<file path="src/rtl/irq_pkg.sv">
// Shared constants and state encoding for the interrupt controller.
// The state enum is also exported on a debug port so checkers can bind to it.
package irq_pkg;

    localparam int NUM_IRQ_MAX = 8;
    localparam int IRQ_ID_W    = 3;

    typedef enum logic [1:0] {
        IDLE    = 2'd0,
        REQ     = 2'd1,
        SERVICE = 2'd2
    } irq_state_t;

endpackage

</file>
<file path="src/rtl/irq_sync_edge.sv">
// One interrupt line: 2-flop synchronizer, previous-value flop and rising-edge pulse.
// A line already high when reset is released is not an event until it has been seen low.
module irq_sync_edge (
    input  logic CLK,
    input  logic RST,
    input  logic irq_async,
    output logic irq_edge
);

    logic sync1;
    logic sync2;
    logic prev;
    logic started;
    logic armed;

    always_ff @(posedge CLK) begin
        if (RST) begin
            sync1   <= 1'b0;
            sync2   <= 1'b0;
            prev    <= 1'b0;
            started <= 1'b0;
            armed   <= 1'b0;
        end else begin
            sync1   <= irq_async;
            sync2   <= sync1;
            prev    <= sync2;
            started <= 1'b1;
            // sync1 holds a real post-reset sample once started is set
            if (started && !sync1) begin
                armed <= 1'b1;
            end
        end
    end

    assign irq_edge = sync2 & ~prev & armed;

endmodule

</file>
<file path="src/rtl/irq_controller.sv">
// Edge-triggered interrupt controller: pending latches, enable mask, lowest-index
// priority and an IDLE/REQ/SERVICE handshake with the MCU (no nesting).
// Handshake: INTR is held while in REQ until INT_TAKEN (accept) or MIE drops (withdraw);
// IRQ_ACTIVE is held while in SERVICE until CSR_MRET.
module irq_controller
    import irq_pkg::*;
#(
    parameter int NUM_IRQ = 8
) (
    input  logic                CLK,
    input  logic                RST,
    input  logic [NUM_IRQ-1:0]  IRQ_IN,
    input  logic                MIE,
    input  logic                INT_TAKEN,
    input  logic                CSR_MRET,
    input  logic                MASK_WR,
    input  logic [NUM_IRQ-1:0]  MASK_WD,
    output logic                INTR,
    output logic [IRQ_ID_W-1:0] IRQ_ID,
    output logic                IRQ_ACTIVE,
    output logic [NUM_IRQ-1:0]  PENDING,
    output logic [NUM_IRQ-1:0]  MASK,
    output irq_state_t          STATE
);

    if (NUM_IRQ > NUM_IRQ_MAX || NUM_IRQ < 1) begin : g_bad_num_irq
        $error("irq_controller: NUM_IRQ out of range");
    end

    logic [NUM_IRQ-1:0]  irq_edge;
    logic [NUM_IRQ-1:0]  req_vec;
    logic [NUM_IRQ-1:0]  clr_vec;
    logic [IRQ_ID_W-1:0] sel_id;
    logic [IRQ_ID_W-1:0] id_nxt;
    irq_state_t          state;
    irq_state_t          state_nxt;

    for (genvar g = 0; g < NUM_IRQ; g++) begin : g_line
        irq_sync_edge u_sync_edge (
            .CLK       (CLK),
            .RST       (RST),
            .irq_async (IRQ_IN[g]),
            .irq_edge  (irq_edge[g])
        );
    end

    assign req_vec = PENDING & MASK;

    // Scan from the top so the lowest enabled pending index wins.
    always_comb begin
        sel_id = '0;
        for (int i = NUM_IRQ - 1; i >= 0; i--) begin
            if (req_vec[i]) begin
                sel_id = IRQ_ID_W'(i);
            end
        end
    end

    always_comb begin
        state_nxt = state;
        id_nxt    = IRQ_ID;
        clr_vec   = '0;
        case (state)
            IDLE: begin
                if (MIE && (|req_vec)) begin
                    state_nxt = REQ;
                    id_nxt    = sel_id;
                end
            end
            REQ: begin
                if (INT_TAKEN) begin
                    state_nxt = SERVICE;
                    for (int i = 0; i < NUM_IRQ; i++) begin
                        clr_vec[i] = (IRQ_ID == IRQ_ID_W'(i));
                    end
                end else if (!MIE) begin
                    state_nxt = IDLE;
                end
            end
            SERVICE: begin
                if (CSR_MRET) begin
                    state_nxt = IDLE;
                end
            end
            default: state_nxt = IDLE;
        endcase
    end

    always_ff @(posedge CLK) begin
        if (RST) begin
            state   <= IDLE;
            IRQ_ID  <= '0;
            PENDING <= '0;
            MASK    <= '0;
        end else begin
            state   <= state_nxt;
            IRQ_ID  <= id_nxt;
            // A fresh edge on the line being acknowledged re-sets it.
            PENDING <= (PENDING & ~clr_vec) | irq_edge;
            if (MASK_WR) begin
                MASK <= MASK_WD;
            end
        end
    end

    assign INTR       = (state == REQ);
    assign IRQ_ACTIVE = (state == SERVICE);
    assign STATE      = state;

endmodule

</file>
<file path="config.mk">
export PLATFORM = sky130hd
export DESIGN_NAME = irq_controller
export DESIGN_NICKNAME = d
export VERILOG_FILES = /design/src/rtl/irq_pkg.sv /design/src/rtl/irq_sync_edge.sv /design/src/rtl/irq_controller.sv
export SDC_FILE = /design/constraint.sdc
export NUM_CORES = 1
export LEC_CHECK = 0
export CELL_PAD_IN_SITES_DETAIL_PLACEMENT = 1
export CELL_PAD_IN_SITES_GLOBAL_PLACEMENT = 1
export CORE_MARGIN = 2
export CORE_UTILIZATION = 36
export DETAILED_ROUTE_END_ITERATION = 8
export MAX_ROUTING_LAYER = met4
export PLACE_DENSITY_LB_ADDON = 0.12
export SLEW_MARGIN = 30
export SYNTH_ARGS = -nofsm -noshare
export SYNTH_HDL_FRONTEND = slang
export SYNTH_SLANG_ARGS = --single-unit
</file>
<file path="constraint.sdc">
create_clock -name CLK -period 1.4 [get_ports CLK]
set_clock_uncertainty 0.15 [all_clocks]
set_input_delay 0.14 -clock CLK [delete_from_list [all_inputs] [get_ports CLK]]
set_output_delay 0.14 -clock CLK [all_outputs]
set_load 0.01 [all_outputs]
</file>
==> flow_metrics.env <==
# implementation run metrics
export IMPL_avgSynthCellArea_um2=9.90
export IMPL_route_met3_wl_um=243
export IMPL_synth_top_flop_cell="dfxtp_1"
export IMPL_grt_use_total_pct=16.6
export IMPL_hold_path_endpoint="g_line[5].u_sync_edge.started"
export IMPL_yosys_warnings=0
export IMPL_rsz0062_at_grt="true"
export IMPL_ys_sh_aoi_pct=13.8
export IMPL_adder_share_pct=0
export IMPL_comb_power_uw=255
export IMPL_reg2regPathDepth=4
export IMPL_largest_class="flip-flops and latches"
export IMPL_cts_resized=44
export IMPL_p_sw_share_pct=21.4
export IMPL_pg_seq_uw=1660
export IMPL_p_total_uw=2900
export IMPL_rr_endpoint="IRQ_ID[0]"
export IMPL_inverters_excl_clock=12
export IMPL_gr_usage_met3_pct=4.50
export IMPL_comb_share_pct=28.1
export IMPL_wl_met2_um=2220
export IMPL_nonClkBufAreaFrac_pct=19.3
export IMPL_setup_worst_path_end="STATE[0]"
export IMPL_syn_area_mm2=0.00186
export IMPL_vias_per_cell=4.73
export IMPL_ys_ff=54
export IMPL_lay_top_cells="dfxtp_1 (40), nor2_1 (26), dlygate4sd2_1 (21), clkdlybuf4s50_1 (20), a21oi_1 (18)"
export IMPL_final_common_cell="dfxtp_1"
export IMPL_worstPathCellList="buf_4 -> dlygate4sd2_1"
export IMPL_num_rows=26
export IMPL_status="finished clean"
export IMPL_seq_area_frac_synth_pct=58.1
export IMPL_grt_busiest_layer="met2"
export IMPL_synthSimpleGateAreaFrac_pct=19.7
export IMPL_antenna_found_initial=0
export IMPL_power_density_mw_per_mm2=1140
export IMPL_cts_buffer_depth=2
export IMPL_tns_ps=0
export IMPL_max_stage_delay_ps=370
clock_nets.png
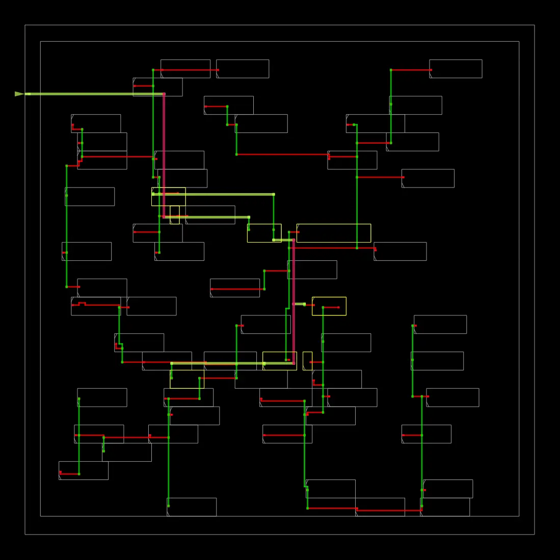
TritonCTS Buffers: 5
clkbuf count: 7
seq_cells: 54
Late-Pin Clk Latency: 300 ps
Power Clock: 994 uW

layers.png
The bar under the picture is 20 um long.
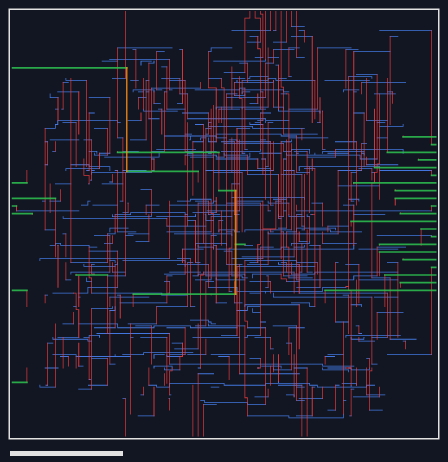
M3: shown in green, wire length 244 um. M1: shown in blue, wire length 1960 um. M4: shown in orange, wire length 36.7 um. M2: shown in red, wire length 2220 um.

closeup.png
Window x 23 to 53, y 23 to 53 um. Cells in grey, sequential cells in the stronger grey; small squares are vias.
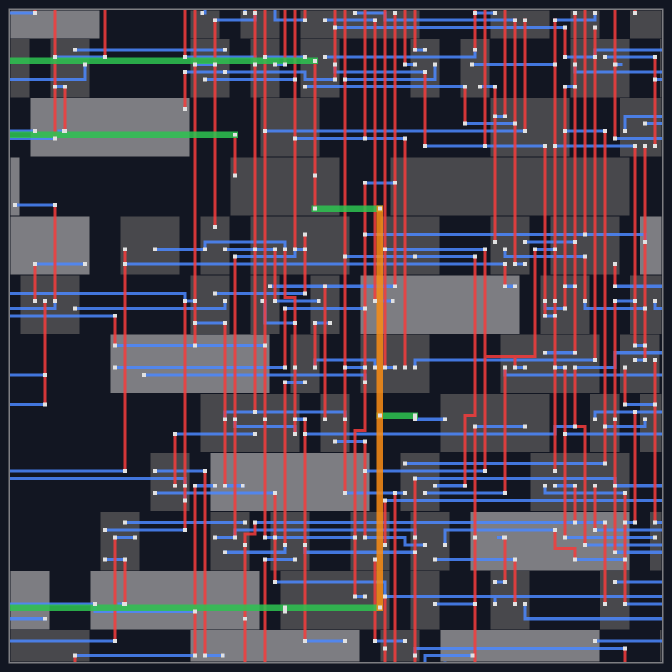
M3: shown in green. M2: shown in red. M4: shown in orange. M1: shown in blue.
Netlist names of flops here include PENDING (6), IRQ_ID (2). 56 logic cells have their middle in the window. Most frequent: a21oi_1 (8), dfxtp_1 (7), nand2_1 (7). Sequential cells in the window: 9.

Power and IR drop assume default switching activity.
